<file path="src/rtl/branch_sequencer_pkg.sv">
// Shared encodings for the branch sequencer: ops, condition selects and FSM states.
package branch_sequencer_pkg;

  typedef enum logic [2:0] {
    OP_NOP  = 3'b000,
    OP_JMP  = 3'b001,
    OP_CALL = 3'b010,
    OP_RET  = 3'b011,
    OP_HALT = 3'b100
  } op_t;

  typedef enum logic [2:0] {
    CND_AL = 3'b000,
    CND_Z  = 3'b001,
    CND_NZ = 3'b010,
    CND_C  = 3'b011,
    CND_NC = 3'b100,
    CND_N  = 3'b101,
    CND_P  = 3'b110,
    CND_NP = 3'b111
  } cond_t;

  typedef enum logic [1:0] {
    ST_RUN   = 2'b00,
    ST_HALT  = 2'b01,
    ST_FAULT = 2'b10
  } state_t;

endpackage

</file>
<file path="src/rtl/ret_stack.sv">
// Return-address LIFO. The caller gates push/pop against full/empty; contents are not reset.
module ret_stack #(
  parameter int unsigned ADDR_WIDTH  = 8,
  parameter int unsigned STACK_DEPTH = 4,
  localparam int unsigned DW = $clog2(STACK_DEPTH + 1)
) (
  input  logic                  clk,
  input  logic                  rst,
  input  logic                  push,
  input  logic                  pop,
  input  logic [ADDR_WIDTH-1:0] din,
  output logic [ADDR_WIDTH-1:0] dout,
  output logic                  full,
  output logic                  empty,
  output logic [DW-1:0]         depth
);

  localparam int unsigned IW = (STACK_DEPTH > 1) ? $clog2(STACK_DEPTH) : 1;

  logic [ADDR_WIDTH-1:0] mem [0:(1 << IW) - 1];
  logic [IW-1:0]         top_idx;

  assign top_idx = IW'(depth - DW'(1));
  assign dout    = mem[top_idx];
  assign full    = (depth == DW'(STACK_DEPTH));
  assign empty   = (depth == '0);

  always_ff @(posedge clk) begin
    if (rst) begin
      depth <= '0;
    end else if (push && !full) begin
      mem[IW'(depth)] <= din;
      depth           <= depth + DW'(1);
    end else if (pop && !empty) begin
      depth <= depth - DW'(1);
    end
  end

endmodule

</file>
<file path="src/rtl/branch_sequencer.sv">
// Program-counter sequencer: resolves conditional JMP/CALL/RET from ALU flags, with RUN/HALT/FAULT FSM.
module branch_sequencer
  import branch_sequencer_pkg::*;
#(
  parameter int unsigned ADDR_WIDTH  = 8,
  parameter int unsigned STACK_DEPTH = 4
) (
  input  logic                                 clk,
  input  logic                                 rst,
  input  logic                                 en,
  input  logic [2:0]                           op,
  input  logic [2:0]                           cond,
  input  logic [ADDR_WIDTH-1:0]                target,
  input  logic                                 C,
  input  logic                                 N,
  input  logic                                 P,
  input  logic                                 Z,
  output logic [ADDR_WIDTH-1:0]                pc,
  output logic                                 taken,
  output logic [$clog2(STACK_DEPTH+1)-1:0]     depth,
  output logic                                 halted,
  output logic                                 fault
);

  state_t                state;
  logic                  cond_true;
  logic                  advance;
  logic                  push;
  logic                  pop;
  logic                  full;
  logic                  empty;
  logic [ADDR_WIDTH-1:0] pc_inc;
  logic [ADDR_WIDTH-1:0] ret_addr;

  always_comb begin
    cond_true = 1'b0;
    case (cond)
      CND_AL:  cond_true = 1'b1;
      CND_Z:   cond_true = Z;
      CND_NZ:  cond_true = !Z;
      CND_C:   cond_true = C;
      CND_NC:  cond_true = !C;
      CND_N:   cond_true = N;
      CND_P:   cond_true = P;
      CND_NP:  cond_true = !P;
      default: cond_true = 1'b0;
    endcase
  end

  assign pc_inc  = pc + ADDR_WIDTH'(1);
  assign advance = (state == ST_RUN) && en;
  // Stack only moves on legal, condition-true CALL/RET; overflow/underflow leave it untouched.
  assign push    = advance && (op == OP_CALL) && cond_true && !full;
  assign pop     = advance && (op == OP_RET)  && cond_true && !empty;

  ret_stack #(
    .ADDR_WIDTH  (ADDR_WIDTH),
    .STACK_DEPTH (STACK_DEPTH)
  ) u_ret_stack (
    .clk   (clk),
    .rst   (rst),
    .push  (push),
    .pop   (pop),
    .din   (pc_inc),
    .dout  (ret_addr),
    .full  (full),
    .empty (empty),
    .depth (depth)
  );

  always_ff @(posedge clk) begin
    if (rst) begin
      pc     <= '0;
      taken  <= 1'b0;
      state  <= ST_RUN;
      halted <= 1'b0;
      fault  <= 1'b0;
    end else begin
      taken <= 1'b0;
      if (advance) begin
        case (op)
          OP_JMP: begin
            if (cond_true) begin
              pc    <= target;
              taken <= 1'b1;
            end else begin
              pc <= pc_inc;
            end
          end
          OP_CALL: begin
            if (!cond_true) begin
              pc <= pc_inc;
            end else if (full) begin
              state <= ST_FAULT;
              fault <= 1'b1;
            end else begin
              pc    <= target;
              taken <= 1'b1;
            end
          end
          OP_RET: begin
            if (!cond_true) begin
              pc <= pc_inc;
            end else if (empty) begin
              state <= ST_FAULT;
              fault <= 1'b1;
            end else begin
              pc    <= ret_addr;
              taken <= 1'b1;
            end
          end
          OP_HALT: begin
            state  <= ST_HALT;
            halted <= 1'b1;
          end
          default: pc <= pc_inc;
        endcase
      end
    end
  end

endmodule
</file>
<file path="config.mk">
export PLATFORM = sky130hd
export DESIGN_NAME = branch_sequencer
export DESIGN_NICKNAME = d
export VERILOG_FILES = /design/src/rtl/branch_sequencer_pkg.sv /design/src/rtl/ret_stack.sv /design/src/rtl/branch_sequencer.sv
export SDC_FILE = /design/constraint.sdc
export NUM_CORES = 1
export LEC_CHECK = 0
export ABC_AREA = 1
export CAP_MARGIN = 20
export CORE_AREA = 4 4 78 108
export CTS_CLUSTER_SIZE = 10
export DETAILED_ROUTE_END_ITERATION = 8
export DIE_AREA = 0 0 82 112
export PLACE_DENSITY = 0.59
export SLEW_MARGIN = 20
export SYNTH_ARGS = -nofsm -noshare
export SYNTH_HDL_FRONTEND = slang
export SYNTH_SLANG_ARGS = --single-unit
export TNS_END_PERCENT = 10
</file>
<file path="constraint.sdc">
create_clock -name clk -period 4.3 [get_ports clk]
set_clock_uncertainty 0.2 [all_clocks]
set_input_delay 0.86 -clock clk [delete_from_list [all_inputs] [get_ports clk]]
set_output_delay 0.86 -clock clk [all_outputs]
set_load 0.01 [all_outputs]
</file>
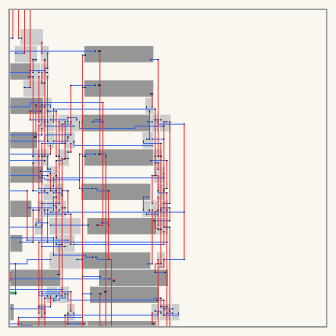
run_1/detail.png
Window x 32 to 82, y 59 to 109 um. Cells in gray, sequential cells in the stronger gray; small squares are vias.
metal 1: marked blue. metal 2: marked red. metal 3: marked green.
Sequential cells in the window: 10. 56 logic cells have their middle in the window. Most frequent: nor2_1 (16), nand2_1 (10), edfxtp_1 (10). Netlist names of flops here include u_ret_stack.mem (10).

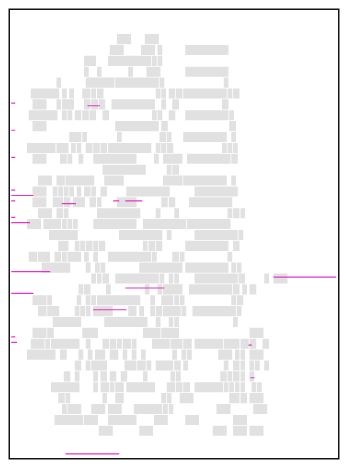
run_1/layer_met3.png
Drawn at 4 px/um.
The layer holds 1.6% of the routed length. 18 nets have wire on it. The layer carries 88.3 um of wire. The longest straight run is 15.4 um.
M3 GR Usage: 1.375%
via count: 1987
routed wire length: 5.616 mm

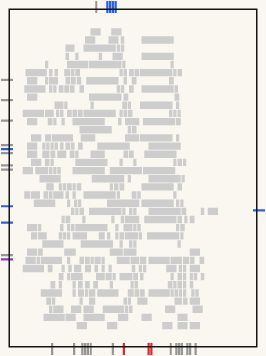
run_1/io_placement.png
Drawn at 3 px/um. Pins as bars across the die edge, other pins in gray.
target: marked blue, pins 8, direction input, edge 4 top, 3 left, 1 right. depth: marked red, pins 3, direction output, edge bottom. rst: marked purple, pins 1, direction input, edge left.
All pins by edge: 17 bottom, 12 left, 5 top, 1 right.
Chip Height: 112 um
Die X: 82 um
port bufs: 34

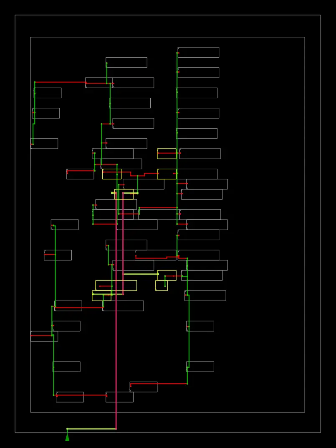
run_1/clocks.png
clk_lat worst skew: 300 ps
Clock buffer cells: 6
flip-flops: 48
TritonCTS Buffers: 5

==> ci_impl_report.md, run 1 <==
### Flow metrics

| Metric | Value |
|---|---|
| Maximum VDD drop | between 0.2 and 0.25 mV |
| Yosys stat cell total | 304 |
| Syn Std Cell Area | 2547 um^2 |
| Largest net degree at the start of global routing | 22 |
| Status | finished, final reports clean |
| Vias/cell | ~4.5 |
| Resized cells post-CTS | 0 |
| Yosys xor share | around 1.7% |
| Clk slew on worst S/H paths | approximately 80 ps |
| # fillers | ~770 |
| CP Max Fanout | 16 |
| Cell taking the most area after synthesis | edfxtp_1 |
| Setup Buffers After CTS | 0 |
| Initial DRT Pass Iterations | 6 |
| CTS max path bufs | 2 |
| Combinational fraction of design power | 15.8% |
| Tool warning count | 30 |
| Die ar. | 9184 um^2 |
| Min-Delay Path Class | reg -> reg |
| DRC viols | 0 |
| Average size of a mapped cell | 8.380 um^2 |
| Final hold vios | 0 |
| Int Power | 0.7615 mW |
| Total of warnings raised by yosys | 0 |
| Site Rows | 37 |
| CP Class | in -> reg |
| H-Tree Depth | 2 |
| P per Cell Area | roughly 330 nW/um^2 |
| Setup TNS | 0 ps |
| Comb. cell area | 1075 um^2 |
| Adder share | 2.947% |
| RSZ-0062 raised after global routing | no |
| ANT cells | 0 |
| Top post-synthesis cells by count | 75 x nand2_1, 32 x edfxtp_1, 32 x inv_1, 32 x nor2_1, 31 x nand3_1 |
| Fp util | 34.39% |
| I/O pins | 35 |
| HPWL Detailed | between 4 and 5 mm |
| Post-synth EDFFs | 32 |
| WP data arrival | around 2700 ps |
| Mux share | 0% |
| DP Area | 2968 um^2 |
| Flop area | ~1300 um^2 |
| Share of the yosys chip area belonging to registers | 50.29% |
| NetSw | about 0.25 mW |
| Area leader share | 37.72% |
| WL/cell | 12.85 um |
| Pleak | 1.267 nW |
| First-pass GRT wire length | 9.404 mm |
| Fin crit share | around 69% |
| Area grow syn2layout | 21.27% |
| FMAX | approximately 340 MHz |
| Largest logic family | simple AND/OR/NAND/NOR gates |
| Clk sinks | 48 |
| Setup crit start kind | input port |
| Floorplan Nets | 331 |
| Initial antenna violation count | 0 |
| Number of global-route vias before repair | 1982 |
| Hold-fix buffers, CTS | 0 |
| Synthesis area per yosys | 2547 um^2 |
| GP Congestion | roughly 0.8 |
| Sequential share of power | 51.0% |
| Gr ovfl total | 0 |
| Post-Syn Instances | a little over 300 |
| Sw Share | 24.81% |
| Final min period | 2961 ps |
| Synth top area cells | edfxtp_1 38%, dfxtp_1 13%, nand2_1 11% |
| Max-slew violations | 0 |
| Antenna violation net count after detailed routing | 0 |
| Root Buffer | clkbuf_8 |
| Layout cells sized above 1 | 10.00% |
| Setup violators final | 0 |
| Initial drt markers | approximately 91 |
| Final Util | 41.71% |
| Synth flops | 48 |
| Max-Cap Viols | 0 |
| Cell area after layout | 3089 um^2 |
| Yosys simple share | 28.73% |
| Async set-or-reset flop fraction in the synthesized netlist | 0% |
| Slew @ Worst Pin | 677.1 ps |
| Total GRT Usage | 13.28% |
| Clk pwr share | 33.2% |
| CTS tree | done |
| Compound Share, Synth | 8.792% |
| Ys flop type | edfxtp_1 |
| Core area | 7407 um^2 |
| Req. time, crit path | 4030 ps |
| Final nets | 366 |
| Cell variety after synth | 30 |
| Cell with the most instances after synthesis | nand2_1 |
| Critical path endpoint category | register |
| Hold Slack | ~260 ps |
| Relative slew margins | a little over half |
## run 1: area by class of cell
cell class              count  area share (%)
clock buffers               6           2.673
clock inverters             2           1.256
inverters                  38           4.617
multi-input cells         211           34.79
flip-flops and latches     48           41.47
well taps                  97           3.929
repair buffers             35           11.26
## run 1: logic make-up (layout without fill, tap and decap cells)
family,Yosys count,after routing
AND-OR/OR-AND,40,40
XOR/XNOR,5,5
adder cells (fa/ha/maj),6,6
buffers and inverters,45,81
flip-flops,48,48
AND/OR/NAND/NOR,160,160
## run 1: metal layers
metal	GRT usage [%]	up-vias	part of all wire (%)
li1	-	1059	-
met1	16.43	897	45
met2	23.10	24	52
met3	1.375	7	1.6
met4	5.100	0	1.7
met5	0	-	0
## run 1: per-stage QoR
| stage | setup slack [ps] | std cells | total power, mW |
|---|---|---|---|
| after floorplan | 1813 | 304 | 0.6251 |
| after global placement | 1066 | 429 | 0.6860 |
| after detailed placement | 1003 | 429 | 0.6879 |
| after CTS | 1320 | 437 | 1.025 |
| after global routing | 1137 | 437 | 1.055 |
| final | 1339 | 437 | 1.013 |
## run 1: power groups by stage
stage | clock, mW | sequential, mW | combinational [mW]
floorplan | 0 | 0.529 | 0.0959
global placement | 0 | 0.527 | 0.159
detailed placement | 0 | 0.527 | 0.161
CTS | 0.347 | 0.516 | 0.162
global route | 0.357 | 0.518 | 0.180
finish | 0.336 | 0.516 | 0.161
## run 1: cell usage in the layout (no fill, tap or decap), drive strengths merged, types with 2 or more instances in the layout
cell,count
edfxtp,32
nand3,34
clkinv,3
nor3,2
xor2,5
clkdlybuf4s50,34
nor2,37
o21ai,17
nand4,3
ha,6
a21oi,19
clkbuf,6
dfxtp,16
inv,36
nand2,84
## run 1: critical path, stage by stage
cell	delay (ps)
clkdlybuf4s50_1	590
nand2_1	100
nand3_1	110
nand3_2	80
nand2_4	190
nand4_1	190
nor2_1	570
## run 1: registers in the layout, summed over array words and instances (netlist names)
name               count
pc                     8
fault                  1
u_ret_stack.mem       32
taken                  1
u_ret_stack.depth      3
state                  2
halted                 1
## run 1: final timing paths
check	cells past startpoint	slack [ps]	end	startpoint
min	2	260	halted$_SDFFE_PP0P_	halted$_SDFFE_PP0P_
max reg2reg	7	1920	u_ret_stack.mem[1][4]$_DFFE_PP_	u_ret_stack.depth[0]$_SDFFE_PP0P_
min reg2reg	2	260	halted$_SDFFE_PP0P_	halted$_SDFFE_PP0P_
max	7	1340	u_ret_stack.mem[1][4]$_DFFE_PP_	cond[0]
==> run 1 -> run 2 <==
- PLACE_DENSITY: 0.59 -> 0.61
- clock period: 4.3 -> 2.4 ns (I/O delays scaled with it)
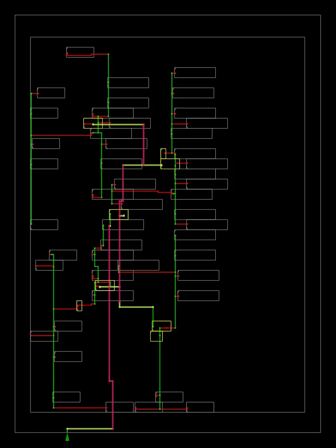
run_2/clocks.png
clk sinks: 48
clk pwr: 0.463 mW

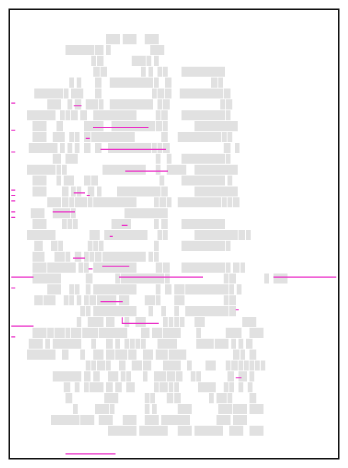
run_2/layer_met3.png
Drawn at 4 px/um.
The layer carries 144 um of wire. 22 nets have wire on it. The longest straight run is 20.7 um. The wires run mostly horizontal. The layer holds 2.6% of the routed length.
via count: 2063
routed wire length: 5.640 mm

==> ci_impl_report.md, run 2 <==
### Flow metrics

| Metric | Value |
|---|---|
| HPWL Detailed | 4.451 mm |
| CP cell instances | buf_4 -> clkdlybuf4s50_1 |
| Pleak | 1.320 nW |
| Hold-fix buffers, CTS | 0 |
| Worst r2r src | u_ret_stack.depth[1]$_SDFFE_PP0P_ |
| Port bufs | 34 |
| Maximum VDD drop | 0.4012 mV |
| Fp util | 34.39% |
| Share of the yosys chip area belonging to registers | 50.29% |
| Core area | roughly 7400 um^2 |
| Largest Register | u_ret_stack.mem |
| Slew @ Worst Pin | about 430 ps |
| WL/cell | 12.51 um |
| Post-synth EDFFs | 32 |
| Pwr Total | roughly 1.7 mW |
| Sw Share | 26.62% |
| FMAX | 463.1 MHz |
| Tool warning count | 31 |
| TritonCTS Buffers | 5 |
| Max reg flops | 32 |
| Cell variety after synth | 30 |
| First-pass GRT wire length | approximately 9.4 mm |
| Largest net degree at the start of global routing | 21 |
| Min-delay src | halted$_SDFFE_PP0P_ |
| Max-Cap Viols | 0 |
| Area leader share | between 30% and 40% |
| Area grow syn2layout | 23.97% |
| Top post-synthesis cells by count | 75 x nand2_1, 32 x edfxtp_1, 32 x inv_1, 32 x nor2_1, 31 x nand3_1 |
| WP data arrival | 1480 ps |
| ANT cells | 0 |
| Async set-or-reset flop fraction in the synthesized netlist | 0% |
| Combinational fraction of design power | 17.9% |
| Final hold vios | 0 |
| Cell area after layout | 3158 um^2 |
| Fin crit share | 89.97% |
| Layout cells sized above 1 | between 10% and 20% |
| Critical path's slowest cell | clkdlybuf4s50_1 |
| Initial drt markers | 51 |
| Critical path endpoint category | primary output |
| Register-to-register setup slack | 420 ps |
| Worst Setup EP | depth[0] |
| CTS tree | done |
| Syn Std Cell Area | 2547 um^2 |
| Non-Filler Instances | 451 |
| Final min period | around 2200 ps |
| Die ar. | between 9000 and 10000 um^2 |
| Floorplan Nets | between 300 and 400 |
| Min-Delay Path Class | reg -> reg |
| Yosys stat cell total | 304 |
| FF-to-FF End | u_ret_stack.mem[3][2]$_DFFE_PP_ |
| Req. time, crit path | 1720 ps |
| Top cells excl fill/tap | 75 x nand2_1, 34 x clkdlybuf4s50_1, 32 x inv_1, 32 x nor2_1, 32 x edfxtp_1 |
| Clk_lat worst skew | 300 ps |
| H-Tree Depth | 2 |
| Synth flops | around 48 |
| Int Power | 1.241 mW |
| Antenna violation net count after detailed routing | 0 |
| Total GRT Usage | 13.28% |
| Clk slew on worst S/H paths | approximately 80 ps |
| Number of global-route vias before repair | approximately 2100 |
| Reg2Reg Depth | 8 |
| DRC viols | 0 |
| Sequential share of power | 54.7% |
| Cell with the most instances after synthesis | nand2_1 |
| Die X | 82 um |
| Average size of a mapped cell | between 8 and 9 um^2 |
| CP max stage delay | about 580 ps |
| Worst Setup SP | u_ret_stack.depth[0]$_SDFFE_PP0P_ |
| Biggest regs | u_ret_stack.mem (32), pc (8), u_ret_stack.depth (3) |
| Setup violators final | 0 |
| Root Buffer | clkbuf_8 |
| Gr ovfl total | 0 |
| Final nets | 380 |
| GP Congestion | 0.7750 |
| CTS max path bufs | 2 |
| Cell taking the most area after synthesis | edfxtp_1 |
| DP Cell Count | 443 |
| Site Rows | 37 |
| Setup Buffers After CTS | 0 |
| DP Area | 3073 um^2 |
| Commonest Layout Cell | nand2_1 |
| Status | finished, final reports clean |
| CP Max Fanout | 19 |
| Initial antenna violation count | 0 |
| Initial DRT Pass Iterations | 4 |
| CP Class | reg -> out |
| Relative slew margins | 71.51% |
| NetSw | 0.4501 mW |
| Synthesis area per yosys | 2547 um^2 |
| Clk pwr share | between 20% and 30% |
| Setup crit start kind | register |
| Ys flop type | edfxtp_1 |
| Post-Syn Instances | between 300 and 400 |
| Max-slew violations | 0 |
| RSZ-0062 raised after global routing | no |
| Resized cells post-CTS | 0 |
| I/O pins | 35 |
| Total of warnings raised by yosys | 0 |
| Synth top area cells | edfxtp_1 38%, dfxtp_1 13%, nand2_1 11% |
| Chip Height | 112 um |
| P per Cell Area | 535.4 nW/um^2 |
| Vias/cell | around 4.6 |
==> run 2: netlist changes by cell type in the layout (fill, tap and decap cells not counted) <==
cell	change
buf_4	+14
bufinv_16	-1
clkbuf_1	+1
clkbuf_8	-1
clkinv_1	+1
==> run 2: stage by stage <==
step           setup TNS, ps  setup slack (ps)  util (%)  hold WS, ps
4_1_cts                    0             219.3     42.64        260.3
3_3_place_gp               0             11.25     41.49        241.3
6_report                   0             240.6     42.64        251.2
3_5_place_dp          -283.5            -10.95     41.49        246.9
2_1_floorplan          -1242            -38.90         -        235.2
5_1_grt                    0             138.2     42.64        277.0
==> run 2: layout make-up <==
| cell class | instances | area, um^2 |
|---|---|---|
| inverter | 38 | 142.6 |
| clock inverter | 2 | 12.51 |
| fill | 772 | 4249 |
| timing repair buffer | 49 | 452.9 |
| sequential | 48 | 1281 |
| multi-input combinational | 211 | 1075 |
| clock buffer | 6 | 72.57 |
| tap | 97 | 121.4 |
==> run 2: critical path: cells and delay by family, from the launching register on <==
kind,cells,cell delay (ps)
DFF,1,350
buffers and inverters,2,830
==> run 2: kinds of logic after synthesis <==
logic type      count (synthesis)  synth area share, %
flops                          48                50.29
buf+inv                        45                7.514
xor+xnor                        5                1.719
fa+ha+maj                       6                2.947
compound gates                 40                8.793
simple gates                  160                28.73
==> run 2: worst min path at each step <==
stage          cells past startpoint                    end
2_1_floorplan                      2  state[1]$_SDFFE_PP0P_
3_3_place_gp                       2     fault$_SDFFE_PP0P_
3_5_place_dp                       2    halted$_SDFFE_PP0P_
4_1_cts                            2    halted$_SDFFE_PP0P_
5_1_grt                            2  state[0]$_SDFFE_PP0P_
6_report                           2    halted$_SDFFE_PP0P_
==> run 2: power by group through the flow <==
stage / sequential [mW] / clock [mW] / combinational (mW)
4_1_cts: 0.925 / 0.485 / 0.306
2_1_floorplan: 0.948 / 0 / 0.172
3_3_place_gp: 0.944 / 0 / 0.302
6_report: 0.924 / 0.463 / 0.303
5_1_grt: 0.929 / 0.514 / 0.338
3_5_place_dp: 0.944 / 0 / 0.305
==> run 2: routing by layer <==
| layer | up-vias | part of all wire, % | GRT usage [%] |
|---|---|---|---|
| li1 | 1096 | - | - |
| met1 | 915 | 43 | 15.55 |
| met2 | 36 | 51 | 23.21 |
| met3 | 16 | 2.6 | 1.699 |
| met4 | 0 | 3.2 | 6.319 |
| met5 | - | 0 | 0 |
Power and IR drop assume default switching activity.
